`src/rtl/fpu_pkg.sv`:
```
`default_nettype none
// ============================================================================
//  Module      : fpu_pkg
//  Description : Shared constants for the add/sub FPU issue/writeback slice:
//                operation encodings, pipeline latency, IEEE single widths.
//  Revision    : 1.0  initial release
// ============================================================================
package fpu_pkg;

  // FPU add_sub encodings
  localparam logic FPU_OP_ADD = 1'b0;
  localparam logic FPU_OP_SUB = 1'b1;

  // Cycles from fpu_start to fpu_ready of the add/sub pipeline
  localparam int FPU_ADDSUB_LAT = 5;

  // IEEE-754 single precision field widths
  localparam int SP_EXP_W = 8;
  localparam int SP_MAN_W = 23;
  localparam int SP_W     = 1 + SP_EXP_W + SP_MAN_W;

endpackage
`default_nettype wire

```
`src/rtl/fpu_addsub_issue_if.sv`:
```
`default_nettype none
// ============================================================================
//  Module      : fpu_addsub_issue_if
//  Description : Request, FPU and writeback signals of the add/sub issue
//                block. slave = issue block view, master = environment
//                (dispatch stage, FPU pipeline, register file).
//  Revision    : 1.0  initial release
// ============================================================================
interface fpu_addsub_issue_if #(
  parameter int TAG_W = 5
) ();

  // Dispatch request
  logic                       req_valid;
  logic                       req_ready;
  logic                       req_sub;
  logic [fpu_pkg::SP_W-1:0]   req_a;
  logic [fpu_pkg::SP_W-1:0]   req_b;
  logic [TAG_W-1:0]           req_rd;

  // FPU start / result
  logic                       fpu_start;
  logic                       fpu_add_sub;
  logic [fpu_pkg::SP_W-1:0]   fpu_a;
  logic [fpu_pkg::SP_W-1:0]   fpu_b;
  logic                       fpu_ready;
  logic [fpu_pkg::SP_W-1:0]   fpu_result;

  // Register-file writeback
  logic                       wb_valid;
  logic                       wb_ready;
  logic [TAG_W-1:0]           wb_rd;
  logic [fpu_pkg::SP_W-1:0]   wb_data;

  // Status
  logic                       busy;
  logic                       err_spurious;

  modport slave (
    input  req_valid, req_sub, req_a, req_b, req_rd,
    output req_ready,
    output fpu_start, fpu_add_sub, fpu_a, fpu_b,
    input  fpu_ready, fpu_result,
    output wb_valid, wb_rd, wb_data,
    input  wb_ready,
    output busy, err_spurious
  );

  modport master (
    output req_valid, req_sub, req_a, req_b, req_rd,
    input  req_ready,
    input  fpu_start, fpu_add_sub, fpu_a, fpu_b,
    output fpu_ready, fpu_result,
    input  wb_valid, wb_rd, wb_data,
    output wb_ready,
    input  busy, err_spurious
  );

endinterface
`default_nettype wire

```
`src/rtl/fpu_sync_fifo.sv`:
```
`default_nettype none
// ============================================================================
//  Module      : fpu_sync_fifo
//  Description : Synchronous FIFO with extra-MSB pointers. Head entry is read
//                straight from the storage registers. A pop in the same
//                cycle frees a slot for a push even when full.
//  Revision    : 1.0  initial release
// ============================================================================
module fpu_sync_fifo #(
  parameter int WIDTH = 8,
  parameter int DEPTH = 8
) (
  input  logic                      clk,
  input  logic                      rst_n,
  input  logic                      i_push,
  input  logic [WIDTH-1:0]          i_data,
  input  logic                      i_pop,
  output logic [WIDTH-1:0]          o_data,
  output logic [$clog2(DEPTH):0]    o_count
);

  localparam int AW = $clog2(DEPTH);

  logic [WIDTH-1:0] r_mem [DEPTH];
  logic [AW:0]      r_wr_ptr;
  logic [AW:0]      r_rd_ptr;
  logic             w_full;
  logic             w_empty;
  logic             w_do_push;
  logic             w_do_pop;

  assign w_empty   = (r_wr_ptr == r_rd_ptr);
  assign w_full    = (r_wr_ptr[AW] != r_rd_ptr[AW]) &&
                     (r_wr_ptr[AW-1:0] == r_rd_ptr[AW-1:0]);
  assign w_do_pop  = i_pop & ~w_empty;
  assign w_do_push = i_push & (~w_full | w_do_pop);

  assign o_data  = r_mem[r_rd_ptr[AW-1:0]];
  assign o_count = r_wr_ptr - r_rd_ptr;

  // Pointer update; both wrap modulo 2*DEPTH
  always_ff @(posedge clk or negedge rst_n) begin
    if (!rst_n) begin
      r_wr_ptr <= '0;
      r_rd_ptr <= '0;
    end else begin
      if (w_do_push) r_wr_ptr <= r_wr_ptr + (AW+1)'(1);
      if (w_do_pop)  r_rd_ptr <= r_rd_ptr + (AW+1)'(1);
    end
  end

  // Storage write; contents need no reset since pointers gate visibility
  always_ff @(posedge clk) begin
    if (w_do_push) r_mem[r_wr_ptr[AW-1:0]] <= i_data;
  end

  // Upstream credit logic must never push into a full FIFO without a pop
  a_no_overflow: assert property (@(posedge clk) disable iff (!rst_n)
    !(i_push && w_full && !i_pop));

endmodule
`default_nettype wire

```
`src/rtl/fpu_addsub_issue.sv`:
```
`default_nettype none
// ============================================================================
//  Module      : fpu_addsub_issue
//  Description : Issue and writeback side of the 5-stage add/sub FPU. Drives
//                the FPU, tracks destination tags in issue order and buffers
//                results for the register-file write port. Credits ensure
//                every in-flight result already owns a result FIFO slot.
//  Revision    : 1.0  initial release
// ============================================================================
module fpu_addsub_issue
  import fpu_pkg::*;
#(
  parameter int FPU_LAT   = FPU_ADDSUB_LAT,
  parameter int RES_DEPTH = 8,
  parameter int TAG_W     = 5
) (
  input  logic                 clk,
  input  logic                 rst_n,
  fpu_addsub_issue_if.slave    bus
);

  localparam int CW = $clog2(RES_DEPTH) + 1;
  localparam int RW = TAG_W + SP_W;

  // Elaboration-time parameter sanity
  if (FPU_LAT < 1) begin : g_bad_lat
    $error("FPU_LAT must be at least 1");
  end
  if (RES_DEPTH < 2 || (RES_DEPTH & (RES_DEPTH - 1)) != 0) begin : g_bad_depth
    $error("RES_DEPTH must be a power of 2 and >= 2");
  end

  logic [CW-1:0]    r_inflight;
  logic             r_err;
  logic [CW-1:0]    w_tag_count;
  logic [CW-1:0]    w_res_count;
  logic [CW:0]      w_credit_used;
  logic [TAG_W-1:0] w_tag_head;
  logic [RW-1:0]    w_res_head;
  logic             w_req_ready;
  logic             w_issue;
  logic             w_tag_empty;
  logic             w_complete;
  logic             w_spurious;
  logic             w_wb_valid;
  logic             w_wb_pop;

  // Credits depend on registered counts only, never on req_valid
  assign w_credit_used = {1'b0, r_inflight} + {1'b0, w_res_count};
  assign w_req_ready   = w_credit_used < (CW+1)'(RES_DEPTH);
  assign w_issue       = bus.req_valid & w_req_ready;

  assign w_tag_empty = (w_tag_count == '0);
  assign w_complete  = bus.fpu_ready & ~w_tag_empty;
  assign w_spurious  = bus.fpu_ready & w_tag_empty;
  assign w_wb_valid  = (w_res_count != '0);
  assign w_wb_pop    = w_wb_valid & bus.wb_ready;

  assign bus.req_ready    = w_req_ready;
  assign bus.fpu_start    = w_issue;
  assign bus.fpu_add_sub  = bus.req_sub ? FPU_OP_SUB : FPU_OP_ADD;
  assign bus.fpu_a        = bus.req_a;
  assign bus.fpu_b        = bus.req_b;
  assign bus.wb_valid     = w_wb_valid;
  assign bus.wb_rd        = w_res_head[RW-1 -: TAG_W];
  assign bus.wb_data      = w_res_head[SP_W-1:0];
  assign bus.busy         = (r_inflight != '0) | w_wb_valid;
  assign bus.err_spurious = r_err;

  // In-flight count: up on issue, down on fpu_ready, saturating at zero
  always_ff @(posedge clk or negedge rst_n) begin
    if (!rst_n) begin
      r_inflight <= '0;
    end else if (w_issue && !bus.fpu_ready) begin
      r_inflight <= r_inflight + CW'(1);
    end else if (!w_issue && bus.fpu_ready && (r_inflight != '0)) begin
      r_inflight <= r_inflight - CW'(1);
    end
  end

  // Sticky flag for a result arriving with no outstanding tag
  always_ff @(posedge clk or negedge rst_n) begin
    if (!rst_n)          r_err <= 1'b0;
    else if (w_spurious) r_err <= 1'b1;
  end

  // Destination tags in issue order; results return in the same order
  fpu_sync_fifo #(
    .WIDTH (TAG_W),
    .DEPTH (RES_DEPTH)
  ) u_tag_fifo (
    .clk     (clk),
    .rst_n   (rst_n),
    .i_push  (w_issue),
    .i_data  (bus.req_rd),
    .i_pop   (w_complete),
    .o_data  (w_tag_head),
    .o_count (w_tag_count)
  );

  // Completed {tag, result} entries awaiting register-file writeback
  fpu_sync_fifo #(
    .WIDTH (RW),
    .DEPTH (RES_DEPTH)
  ) u_res_fifo (
    .clk     (clk),
    .rst_n   (rst_n),
    .i_push  (w_complete),
    .i_data  ({w_tag_head, bus.fpu_result}),
    .i_pop   (w_wb_pop),
    .o_data  (w_res_head),
    .o_count (w_res_count)
  );

endmodule
`default_nettype wire

```
`src/flat_wrapper.sv`:
```
// flat-port wrapper written by rule: the top's interface ports become plain ports
module fpu_addsub_issue_flat import fpu_pkg::*;
#(
  parameter int FPU_LAT   = FPU_ADDSUB_LAT,
  parameter int RES_DEPTH = 8,
  parameter int TAG_W     = 5
)
  (clk, rst_n, bus_req_valid, bus_req_sub, bus_req_a, bus_req_b, bus_req_rd, bus_req_ready, bus_fpu_start, bus_fpu_add_sub, bus_fpu_a, bus_fpu_b, bus_fpu_ready, bus_fpu_result, bus_wb_valid, bus_wb_rd, bus_wb_data, bus_wb_ready, bus_busy, bus_err_spurious);
  fpu_addsub_issue_if #(.TAG_W(TAG_W)) bus_i ();
  input  logic clk;
  input  logic rst_n;
  input wire logic [$bits(bus_i.req_valid)-1:0] bus_req_valid;
  input wire logic [$bits(bus_i.req_sub)-1:0] bus_req_sub;
  input wire logic [$bits(bus_i.req_a)-1:0] bus_req_a;
  input wire logic [$bits(bus_i.req_b)-1:0] bus_req_b;
  input wire logic [$bits(bus_i.req_rd)-1:0] bus_req_rd;
  output wire logic [$bits(bus_i.req_ready)-1:0] bus_req_ready;
  output wire logic [$bits(bus_i.fpu_start)-1:0] bus_fpu_start;
  output wire logic [$bits(bus_i.fpu_add_sub)-1:0] bus_fpu_add_sub;
  output wire logic [$bits(bus_i.fpu_a)-1:0] bus_fpu_a;
  output wire logic [$bits(bus_i.fpu_b)-1:0] bus_fpu_b;
  input wire logic [$bits(bus_i.fpu_ready)-1:0] bus_fpu_ready;
  input wire logic [$bits(bus_i.fpu_result)-1:0] bus_fpu_result;
  output wire logic [$bits(bus_i.wb_valid)-1:0] bus_wb_valid;
  output wire logic [$bits(bus_i.wb_rd)-1:0] bus_wb_rd;
  output wire logic [$bits(bus_i.wb_data)-1:0] bus_wb_data;
  input wire logic [$bits(bus_i.wb_ready)-1:0] bus_wb_ready;
  output wire logic [$bits(bus_i.busy)-1:0] bus_busy;
  output wire logic [$bits(bus_i.err_spurious)-1:0] bus_err_spurious;
  assign bus_i.req_valid = bus_req_valid;
  assign bus_i.req_sub = bus_req_sub;
  assign bus_i.req_a = bus_req_a;
  assign bus_i.req_b = bus_req_b;
  assign bus_i.req_rd = bus_req_rd;
  assign bus_req_ready = bus_i.req_ready;
  assign bus_fpu_start = bus_i.fpu_start;
  assign bus_fpu_add_sub = bus_i.fpu_add_sub;
  assign bus_fpu_a = bus_i.fpu_a;
  assign bus_fpu_b = bus_i.fpu_b;
  assign bus_i.fpu_ready = bus_fpu_ready;
  assign bus_i.fpu_result = bus_fpu_result;
  assign bus_wb_valid = bus_i.wb_valid;
  assign bus_wb_rd = bus_i.wb_rd;
  assign bus_wb_data = bus_i.wb_data;
  assign bus_i.wb_ready = bus_wb_ready;
  assign bus_busy = bus_i.busy;
  assign bus_err_spurious = bus_i.err_spurious;
  fpu_addsub_issue #(.FPU_LAT(FPU_LAT), .RES_DEPTH(RES_DEPTH), .TAG_W(TAG_W)) u_core (.clk(clk), .rst_n(rst_n), .bus(bus_i));
endmodule
```
`config.mk`:
```
export PLATFORM = sky130hd
export DESIGN_NAME = fpu_addsub_issue_flat
export DESIGN_NICKNAME = d
export VERILOG_FILES = /design/src/rtl/fpu_pkg.sv /design/src/rtl/fpu_addsub_issue_if.sv /design/src/rtl/fpu_sync_fifo.sv /design/src/rtl/fpu_addsub_issue.sv /design/src/flat_wrapper.sv
export SDC_FILE = /design/constraint.sdc
export NUM_CORES = 1
export LEC_CHECK = 0
export CORE_ASPECT_RATIO = 1.25
export CORE_MARGIN = 1.5
export CORE_UTILIZATION = 51
export CTS_BUF_LIST = sky130_fd_sc_hd__clkbuf_8
export CTS_CLUSTER_SIZE = 40
export DETAILED_ROUTE_END_ITERATION = 6
export GPL_TIMING_DRIVEN = 0
export PLACE_DENSITY_LB_ADDON = 0.25
export RECOVER_POWER = 50
export SYNTH_ARGS = -nofsm -noshare
export SYNTH_HDL_FRONTEND = slang
export SYNTH_HIERARCHICAL = 1
export SYNTH_SLANG_ARGS = --single-unit
```
`constraint.sdc`:
```
create_clock -name clk -period 5.1 [get_ports clk]
set_input_delay 0.765 -clock clk [delete_from_list [all_inputs] [get_ports clk]]
set_output_delay 0.765 -clock clk [all_outputs]
set_load 0.02 [all_outputs]
```
Register map, names as in the netlist:
Bar = 50 µm.
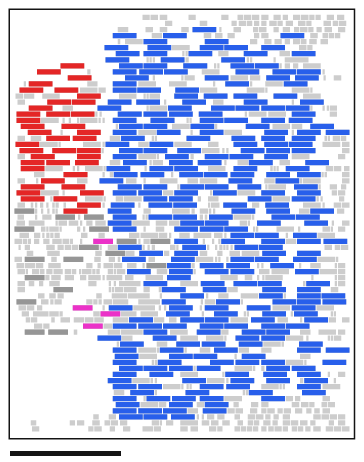
- magenta: `u_core/u_res_fifo/r_wr_ptr` (flops 4)
- blue: `u_core/u_res_fifo/r_mem` (flops 296)
- red: `u_core/u_tag_fifo/r_mem` (flops 40)
sequential share of cell area: 59.6%
power drawn by the sequential cells: 4.13 mW
Flop area: 0.0106 mm²

==> impl_metrics.json <==
{
  "proportion_of_synthesized_area_in_mux_cells_pct": 13.7,
  "synth.yosys.seq_area_share_pct": 72.6,
  "fillerInstances": 2015,
  "pin_count": 214,
  "maxCapViolations": 0,
  "result_of_the_run": "finished, final reports clean",
  "routed-wl-met3_um": 1370,
  "synth_flops": 357,
  "holdPathStages": 1,
  "layout.comb_gates.multi_input": 325,
  "power_report.internal_total_mw": 6.92,
  "post_route_cells_drive_above_1_share_pct": 24.5,
  "yosys.area_share.simple_pct": 5.00,
  "ir_worst_vdd_mv": 0.531,
  "area_reported_by_yosys_stat_mm2": 0.0146,
  "report.final.setup_viol": 0,
  "enable_flop_cells": 336,
  "post_cts.resized_instances": 1,
  "power.combinational.fraction_pct": 41.3,
  "synthesis.nets": 917,
  "route.top_layer_used": "met5",
  "syn_area_mm2": 0.0146,
  "worstPathMaxFanout": 10,
  "crit_buf_inv": 4,
  "firstDrtPassIters": 5,
  "hold_start": "u_core/bus.err_spurious$_DFFE_PN0P_",
  "area.share.combinational_pct": 18.9,
  "finalInstanceArea_mm2": 0.0178,
  "rsz0062_at_grt": "no",
  "powerDensity_mw_per_mm2": 590,
  "nets": 1130,
  "finalClockSkew_ns": 0.0149,
  "pre_cts_ws_ns": 0.304,
  "yosysCellCount": 792,
  "layout_setup_ws_ns": 0.220,
  "dr_total_vias": 7448,
  "n_antenna_cell": 0,
  "cp.depth": 11,
  "most_popular_library_cell_in_the_synthesized_design_by_count": "edfxtp_1",
  "total_number_of_warnings_across_the_stage_logs": 26,
  "cts_tree": "built",
  "worst_slew_pin_slew_ns": 1.01,
  "sequentialPowerShare_pct": 39.3,
  "num_rows": 69,
  "cts_sinks": 357,
  "critPathLaunchType": "flip-flop",
  "gr-total-overflow": 0,
  "post_synth_main_logic_family": "multiplexers",
  "drt-met1-wl_um": 11700,
  "area_fraction_in_compound_gates_pct": 0.872,
  "place.port_buffers": 148,
  "layout.buffer.nonclock.area_share_pct": 13.3,
  "dr_wl_met2_um": 15000,
  "timing.critical_path.arrival_ns": 4.11,
  "clock_power_share_pct": 19.4,
  "netlist_top_cells_area": "edfxtp_1, mux4_2, dfrtp_1",
  "clkTransAtPathRegs_ns": 0.06,
  "dieHeight_um": 192,
  "cts_post_setup_buffers_inserted": 1,
  "placed_cell_area_mm2": 0.0169,
  "critical_path.cell_chain": "clkbuf_4 -> buf_4 -> inv_1 -> ha_1 -> a21o_1 -> a21oi_1 -> xnor2_1 -> ha_1 -> or4b_4 -> a21oi_4 -> clkdlybuf4s50_1",
  "via_count_of_the_first_global_routing_pass": 7720,
  "pwr.group.clock_mw": 2.04,
  "common_cells": "edfxtp_1, nand2_1, mux4_2",
  "nonClockInverterCount": 17,
  "layout_top_cell_excl_fill_tap": "edfxtp_1",
  "timing.hold.worst.class": "flip-flop to flip-flop",
  "synth_cells": 792,
  "clockNetworkAreaShare_pct": 5.32,
  "reg2reg_to": "u_core/r_inflight[3]$_DFFE_PN0P_",
  "xor_share_pct": 1.38
}
Routing congestion map:
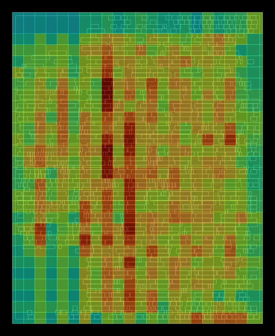
met3 usage: 3.41%
GRT Util Overall: 19.6%
GRT met2 Usage: 34.2%
wire per inst: 20.3 µm

## per-layer routing
metal,vias to the layer above,track usage [%]
met1,3791,25.7
li1,3419,-
met5,-,0
met4,4,5.40
met3,40,3.41
met2,194,34.2
## through the flow
| stage | utilization (%) | std cells | hold WS, ns | setup TNS (ns) |
|---|---|---|---|---|
| floorplan | - | 792 | 0.469 | 0 |
| global placement | 58.5 | 1295 | 0.445 | -382.29 |
| detailed placement | 59.5 | 1305 | 0.446 | 0 |
| CTS | 62.9 | 1403 | 0.466 | 0 |
| global route | 62.9 | 1402 | 0.495 | 0 |
| finish | 62.9 | 1402 | 0.459 | 0 |
Power figures rest on the tool's default switching activity, not on a simulated workload.
